$ cat src/rtl/v_period_meter.sv
// Measures the period and high time of an asynchronous periodic input in clock cycles.
// Reports each capture with a one-cycle valid pulse, plus sticky overflow and a lock indicator.
module v_period_meter #(
    parameter int width = 16
) (
    input  logic             clock,
    input  logic             reset_n,
    input  logic             enable,
    input  logic             sig_in,
    output logic [width-1:0] period,
    output logic [width-1:0] high_time,
    output logic             valid,
    output logic             overflow,
    output logic             locked
);

    typedef enum logic [1:0] {
        IDLE    = 2'd0,
        ARM     = 2'd1,
        MEASURE = 2'd2
    } state_t;

    localparam logic [width-1:0] CNT_MAX = '1;
    localparam logic [width-1:0] CNT_ONE = width'(1);

    state_t           r_state;
    state_t           w_state_next;
    logic             r_sync1;
    logic             r_sync2;
    logic             r_sync3;
    logic [width-1:0] r_cnt;
    logic [width-1:0] r_hi_cnt;
    logic [width-1:0] r_period;
    logic [width-1:0] r_high_time;
    logic             r_valid;
    logic             r_overflow;
    logic             r_locked;
    logic             r_have_prev;
    logic             w_rise;
    logic             w_capture;
    logic             w_ovf_hit;
    logic             w_match;

    // Two flops resolve metastability; the third gives the previous level for edge detection.
    always_ff @(posedge clock or negedge reset_n) begin
        if (!reset_n) begin
            r_sync1 <= 1'b0;
            r_sync2 <= 1'b0;
            r_sync3 <= 1'b0;
        end else begin
            r_sync1 <= sig_in;
            r_sync2 <= r_sync1;
            r_sync3 <= r_sync2;
        end
    end

    assign w_rise  = r_sync2 & ~r_sync3;
    assign w_match = (r_cnt == r_period) && (r_hi_cnt == r_high_time);

    always_ff @(posedge clock or negedge reset_n) begin
        if (!reset_n) begin
            r_state <= IDLE;
        end else begin
            r_state <= w_state_next;
        end
    end

    always_comb begin
        w_state_next = r_state;
        w_capture    = 1'b0;
        w_ovf_hit    = 1'b0;
        case (r_state)
            IDLE: begin
                if (enable) begin
                    w_state_next = ARM;
                end
            end
            ARM: begin
                if (!enable) begin
                    w_state_next = IDLE;
                end else if (w_rise) begin
                    w_state_next = MEASURE;
                end
            end
            MEASURE: begin
                // Disable beats a capture, and a capture beats overflow on the same cycle.
                if (!enable) begin
                    w_state_next = IDLE;
                end else if (w_rise) begin
                    w_capture = 1'b1;
                end else if (r_cnt == CNT_MAX) begin
                    w_ovf_hit    = 1'b1;
                    w_state_next = ARM;
                end
            end
            default: begin
                w_state_next = IDLE;
            end
        endcase
    end

    always_ff @(posedge clock or negedge reset_n) begin
        if (!reset_n) begin
            r_cnt       <= '0;
            r_hi_cnt    <= '0;
            r_period    <= '0;
            r_high_time <= '0;
            r_valid     <= 1'b0;
            r_overflow  <= 1'b0;
            r_locked    <= 1'b0;
            r_have_prev <= 1'b0;
        end else begin
            r_valid <= 1'b0;
            if (!enable) begin
                // Measurements are kept so software can still read the last result.
                r_cnt       <= '0;
                r_hi_cnt    <= '0;
                r_overflow  <= 1'b0;
                r_locked    <= 1'b0;
                r_have_prev <= 1'b0;
            end else begin
                case (r_state)
                    ARM: begin
                        if (w_rise) begin
                            r_cnt    <= CNT_ONE;
                            r_hi_cnt <= CNT_ONE;
                        end
                    end
                    MEASURE: begin
                        if (w_capture) begin
                            r_period    <= r_cnt;
                            r_high_time <= r_hi_cnt;
                            r_valid     <= 1'b1;
                            r_overflow  <= 1'b0;
                            r_locked    <= r_have_prev && w_match;
                            r_have_prev <= 1'b1;
                            r_cnt       <= CNT_ONE;
                            r_hi_cnt    <= CNT_ONE;
                        end else if (w_ovf_hit) begin
                            // Lock history is meaningless across a lost edge.
                            r_overflow  <= 1'b1;
                            r_locked    <= 1'b0;
                            r_have_prev <= 1'b0;
                        end else begin
                            r_cnt    <= r_cnt + CNT_ONE;
                            r_hi_cnt <= r_hi_cnt + {{(width-1){1'b0}}, r_sync2};
                        end
                    end
                    default: begin
                        r_cnt    <= '0;
                        r_hi_cnt <= '0;
                    end
                endcase
            end
        end
    end

    assign period    = r_period;
    assign high_time = r_high_time;
    assign valid     = r_valid;
    assign overflow  = r_overflow;
    assign locked    = r_locked;

endmodule

$ cat config.mk
export PLATFORM = sky130hd
export DESIGN_NAME = v_period_meter
export DESIGN_NICKNAME = d
export VERILOG_FILES = /design/src/rtl/v_period_meter.sv
export SDC_FILE = /design/constraint.sdc
export NUM_CORES = 1
export LEC_CHECK = 0
export CAP_MARGIN = 20
export CORE_ASPECT_RATIO = 0.5
export CORE_MARGIN = 3
export CORE_UTILIZATION = 45
export CTS_CLUSTER_SIZE = 8
export DETAILED_ROUTE_END_ITERATION = 7
export DONT_BUFFER_PORTS = 1
export HOLD_SLACK_MARGIN = 0.08
export PLACE_DENSITY_LB_ADDON = 0.3
export SYNTH_ARGS = -nofsm -noshare
export SYNTH_HDL_FRONTEND = slang
export SYNTH_SLANG_ARGS = --single-unit
$ cat constraint.sdc
create_clock -name clock -period 3.8 [get_ports clock]
set_input_delay 0.38 -clock clock [delete_from_list [all_inputs] [get_ports clock]]
set_output_delay 0.38 -clock clock [all_outputs]
set_load 0.03 [all_outputs]
**Run 1: floorplan with the power grid**

Scale bar: 50 um. Pins as bars on the die edge.
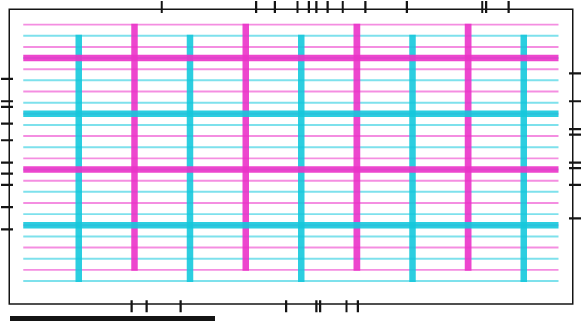
[cyan] VSS
[magenta] VDD
signal pins: 39
rows: 23
met1 rails: 24
met4 straps: 9

**Run 1: placement by cell class**

Scale bar: 50 um.
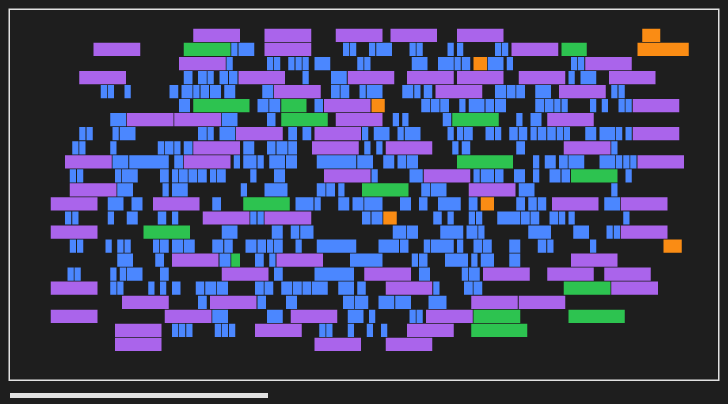
[green] clock drivers and dummy loads | cells: 16
[orange] other buffers and delay cells | cells: 7
[blue] combinational and other logic | cells: 335
[purple] flops | cells: 73
Core Util, Final: 52.6%
row count: 23
core area: 0.00817 mm2
Post-Layout Inst Area: 0.00430 mm2
sequential portion of the cell area: 42.5%

**Run 1: clock network drawn from the DEF**

Scale bar: 50 um.
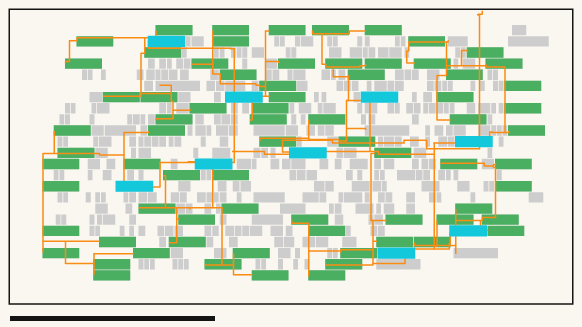
[orange] clock wires | length: 988 um
[green] flip-flops | count: 73
[cyan] clock drivers | count: 9
routed clock nets: 10
flops lie: widely spread
Final Skew: 0.00711 ns
Clock net power: 0.00106 W
clock share of power: 51.5%

**Run 1: metal layers overlaid**

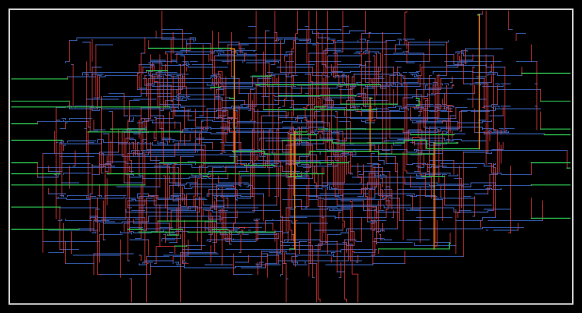
[red] metal 2 | wire length: 4,000 um
[orange] metal 4 | wire length: 136 um
[green] metal 3 | wire length: 717 um
[blue] metal 1 | wire length: 4,700 um
final wirelength: 9550 um
routed len/inst: 17.6 um

[run 1: layout make-up]
cell class / instances / area [um2] / share of cell area, %
multi-input combinational: 330 / 1860 / 43.2
inverter: 5 / 18.8 / 0.436
timing repair buffer: 7 / 77.6 / 1.80
clock buffer: 11 / 253 / 5.88
tap: 112 / 140 / 3.26
sequential: 73 / 1830 / 42.5
clock inverter: 5 / 125 / 2.91
[run 1: stage by stage]
| stage | cells | worst slack (ns) | power, W | area (um2) |
|---|---|---|---|---|
| 2_1_floorplan | 439 | 2.08 | 0.000960 | 3870 |
| 6_report | 543 | 1.42 | 0.00206 | 4300 |
| 3_5_place_dp | 524 | 1.51 | 0.000991 | 3870 |
| 4_1_cts | 543 | 1.47 | 0.00208 | 4300 |
| 3_3_place_gp | 524 | 1.60 | 0.000989 | 3870 |
| 5_1_grt | 543 | 1.29 | 0.00214 | 4300 |
[run 1: cells in the mapped netlist, types with 2 or more instances]
cell / instances / share of area, %
nor2b_1: 3 / 0.49
o21ai_1: 38 / 4.9
xor2_1: 31 / 7.0
dfrtp_1: 73 / 47
and2_1: 2 / 0.32
a21oi_1: 17 / 2.2
a41oi_1: 2 / 0.45
nor3_1: 4 / 0.52
nand4_4: 2 / 1.1
o31ai_1: 5 / 0.97
nor4_1: 7 / 1.1
nand4_1: 17 / 2.7
nor2_1: 28 / 2.7
a31oi_1: 9 / 1.5
inv_1: 4 / 0.39
nand2_1: 108 / 10
and3_1: 3 / 0.49
buf_4: 8 / 1.6
o21ai_0: 13 / 1.7
nor4_4: 2 / 1.1
nand3_1: 14 / 1.8
nand2b_1: 2 / 0.32
clkbuf_1: 14 / 1.4
buf_2: 8 / 1.0
ha_1: 7 / 2.3
and4_1: 4 / 0.91
==> flow_summary.yaml, run 1 <==
# implementation run metrics
status:
  status: "complete, no violations"
power:
  switching_share_pct: 22.8
  power.group.top: "clock"
  irDropWorstVdd_mv: 0.246
  switchingPower_w: 0.000469
  p_comb_w: 0.000175
  p_comb_share_pct: 8.5
  p_seq_w: 0.000826
  p_seq_share_pct: 40.0
  p_int_w: 0.00159
  p_leak_nw: 2.26
  p_per_area_mw_per_mm2: 480
critical_path:
  cp_slowest_cell: "nor3_2"
  required_ns: 4.06
  criticalPathCategory: "register to register"
  start_kind: "register"
  cp-startpoint: "r_cnt[0]"
  worst-path-buf-inv: 1
  worstSetupEndpointType: "register"
  crit_chain: "ha_1, nand3_2, nor4_4, nor3_2, buf_4, nand4_1, o21ai_1"
  r2r_end: "r_hi_cnt[12]"
synthesis:
  syn-cell-area_mm2: 0.00387
  ys.flop_type: "dfrtp_1"
  synth_nets: 450
  xor_share_pct: 7.24
  synth_seq_share_pct: 47.2
  synth-edff-count: 0
  synth_cell_types: 40
  ys_sh_adder_pct: 2.26
  ys_sh_simple_pct: 25.0
  muxShareOfSynthArea_pct: 0
  synthAoiAreaFrac_pct: 13.6
  yosys_area_mm2: 0.00387
  logic_family: "simple AND/OR/NAND/NOR gates"
  ys_warn_count: 0
global_routing:
  track_usage_pct: 21.0
  grt_pass1_wl_um: 15800
  antenna_found_initial: 0
  met2_usage_pct: 28.8
  busiest_layer: "met1"
  grt_overflow: 0
  use_met1_pct: 32.0
clock_tree:
  clk_pin_slew_ns: 0.06
  cts_resized: 0
  cts_sinks: 73
  cts_setup_buffers: 0
  numCtsBuffers: 9
  cts_tree: "done"
  root_buffer: "clkbuf_16"
cells_and_area:
  finish.net_count: 437
  final_layout_size_suffix_gt1_share_pct: 6.96
  final_common_cell: "nand2_1"
  area_growth_pct: 11.2
  final_cell_mix: "nand2_1, dfrtp_1, o21ai_1"
  num_antenna_cells: 0
routing:
  vias_per_cell: 5.72
  wl_met2_um: 4000
  dr.pass1.iters: 5
  drc: 0
  ant_nets: 0
  routed-wl-met3_um: 716
  drt-initial-drc-count: 212
  highest_layer: "met4"
  vias: 3108
timing:
  tightest_slew_ns: 0.903
  final-max-slew-violation-count: 0
  relSlewSlack_pct: 39.3
  setup_violations: 0
  rsz0062_at_grt: "false"
  fin_setup_tns_ns: 0
  worst_hold_slack_ns: 0.129
  max_freq_mhz: 421
  hold_viol_final: 0
floorplanning:
  die_width_um: 137
  die_y_um: 71.6
  ioPinCount: 39
place:
  routabilityCongestion: 0.815
  portBuffers: 0
  dp_hpwl_um: 6300
min_path:
  whs_endpoint: "r_state[1]"
  worstHoldPathType: "input pin to register"
  min_path_cells: 1
  min_from: "enable"
run:
  max_cap_violations: 0
  warnings: 30
--- run 2 (diff from run 1) ---
Clock period 3.8 ns to 2.31 ns, I/O delays scaled along.
**Run 2: placement by cell class**

Scale bar: 50 um.
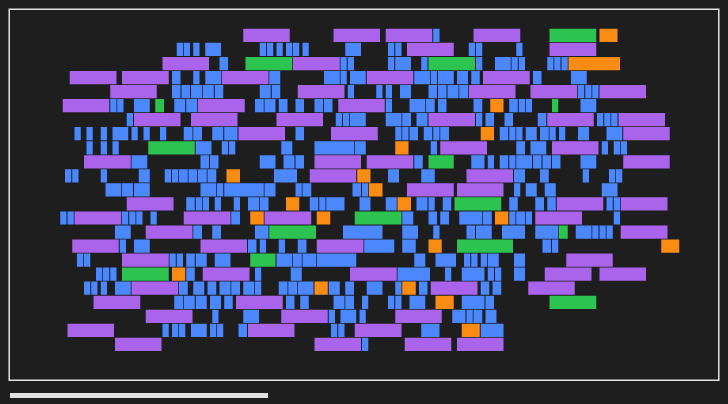
[blue] combinational and other logic | cells: 335
[orange] other buffers and delay cells | cells: 20
[green] clock drivers and dummy loads | cells: 15
[purple] flops | cells: 73
Post-Layout Inst Area: 0.00433 mm2
sequential portion of the cell area: 42.2%
Core Util, Final: 53.0%

==> flow_summary.yaml, run 2 <==
# implementation run metrics
global_routing:
  antenna_found_initial: 0
  grt_overflow: 0
  track_usage_pct: 20.7
  grt_pass1_wl_um: 15300
power:
  p_leak_nw: 2.28
  clkPwrFrac_pct: 45.6
  p_int_w: 0.00230
  p_seq_share_pct: 43.9
  fin_total_pwr_w: 0.00308
  p_per_area_mw_per_mm2: 711
  switchingPower_w: 0.000772
  irDropWorstVdd_mv: 0.392
  power.group.top: "clock"
  p_comb_share_pct: 10.5
  powerClk_w: 0.00140
  p_comb_w: 0.000322
  p_seq_w: 0.00135
  switching_share_pct: 25.1
synthesis:
  synth_nets: 450
  yosys_area_mm2: 0.00387
  synthTopCellsByCount: "nand2_1, dfrtp_1, o21ai_1, xor2_1, nor2_1"
  most_common_cell: "nand2_1"
  ys.flop_type: "dfrtp_1"
  synth_seq_share_pct: 47.2
  syn-cell-area_mm2: 0.00387
  synth-edff-count: 0
  netlist.area_leader.share_pct: 47.2
  largest_area_cell: "dfrtp_1"
  synth_cell_types: 40
  synthTopCellsByArea: "dfrtp_1, nand2_1, xor2_1, o21ai_1, nand4_1"
routing:
  ant_nets: 0
  vias: 3132
  vias_per_cell: 5.64
  wl_per_cell_um: 17.0
  dr.pass1.iters: 5
  drt-initial-drc-count: 285
  drc: 0
min_path:
  worstHoldPathType: "input pin to register"
critical_path:
  required_ns: 2.54
  criticalPathCategory: "register to register"
  worstSetupEndpointType: "register"
  start_kind: "register"
timing:
  setup_violations: 0
  worst_hold_slack_ns: 0.0884
  relSlewSlack_pct: 58.9
  tightest_slew_ns: 0.610
  clock_skew_ns: 0.00769
  rsz0062_at_grt: "false"
  max_freq_mhz: 475
  fin_setup_tns_ns: 0
  final-max-slew-violation-count: 0
clock_tree:
  numCtsBuffers: 9
  root_buffer: "clkbuf_16"
  cts_resized: 0
  cts_tree: "done"
  cts_setup_buffers: 0
  cts_sinks: 73
  clk_pin_slew_ns: 0.06
cells_and_area:
  num_antenna_cells: 0
  final_common_cell: "nand2_1"
  area_growth_pct: 11.9
  finalNonFillerCells: 555
  finish.net_count: 450
floorplanning:
  rows: 23
  die_y_um: 71.6
  ioPinCount: 39
place:
  place_area_mm2: 0.00396
  portBuffers: 0
  dp_cells: 535
  pre_cts_slack_ns: 0.123
status:
  status: "complete, no violations"
run:
  warnings: 30
**Run 2: metal layers overlaid**

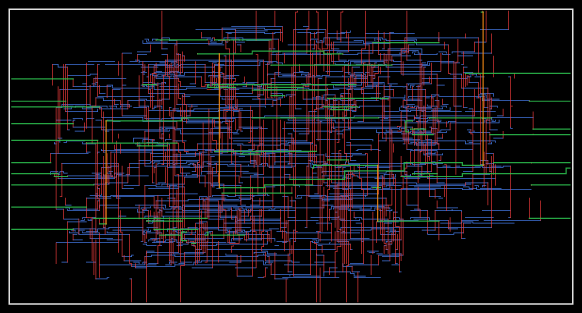
[orange] metal 4 | wire length: 109 um
[red] metal 2 | wire length: 3,850 um
[green] metal 3 | wire length: 872 um
[blue] metal 1 | wire length: 4,610 um

-- run 2: cell types whose count changed in the layout (fill, tap and decap cells not counted), sizes merged --
cell / previous run / this run
clkbuf: 11 / 12
buf: 5 / 16
dlygate4sd3: 2 / 4
bufinv: 4 / 1
clkinv: 2 / 3
-- run 2: layer usage --
| metal | part of all wire [%] | routed length [um] | global-route usage, % |
|---|---|---|---|
| met1 | 49 | 4610 | 31.9 |
| met2 | 41 | 3850 | 27.0 |
| met3 | 9.2 | 871 | 7.85 |
| met4 | 1.1 | 108 | 5.42 |
| met5 | 0 | 0 | 0 |
-- run 2: kinds of logic after synthesis --
kind of cell    share of synthesized area (%)
buf+inv                                  4.72
compound gates                           13.6
fa+ha+maj                                2.26
simple gates                             25.0
xor+xnor                                 7.24
flops                                    47.2
-- run 2: worst max-delay path, stage by stage, from the launching register on --
cell,delay (ns)
dfrtp_1,0.41
inv_1,0.10
ha_1,0.34
nand4_1,0.19
nor4_4,0.26
o211a_4,0.48
o21ai_1,0.13
o41ai_1,0.07
-- run 2: path summary, 6_finish.rpt --
check,slack (ns),start,depth (start not counted),endpoint
hold / removal,0.09,enable,2,r_state[1]
setup / recovery,0.21,r_state[0],7,r_cnt[15]
setup reg to reg,0.21,r_state[0],7,r_cnt[15]
min in group asynchronous,0.43,reset_n,2,high_time[5]
max in group asynchronous,1.56,reset_n,2,period[4]
hold reg to reg,0.37,r_sync1,0,r_sync2
-- run 2: cell type report --
class | instances | area (um2) | area share [%]
Clock buffer | 12 | 256 | 5.93
Clock inverter | 3 | 40.0 | 0.925
Inverter | 5 | 18.8 | 0.434
Multi-Input combinational cell | 330 | 1870 | 43.1
Sequential cell | 73 | 1830 | 42.2
Tap cell | 112 | 140 | 3.24
Timing Repair Buffer | 20 | 180 | 4.16
Power figures rest on the tool's default switching activity, not on a simulated workload.
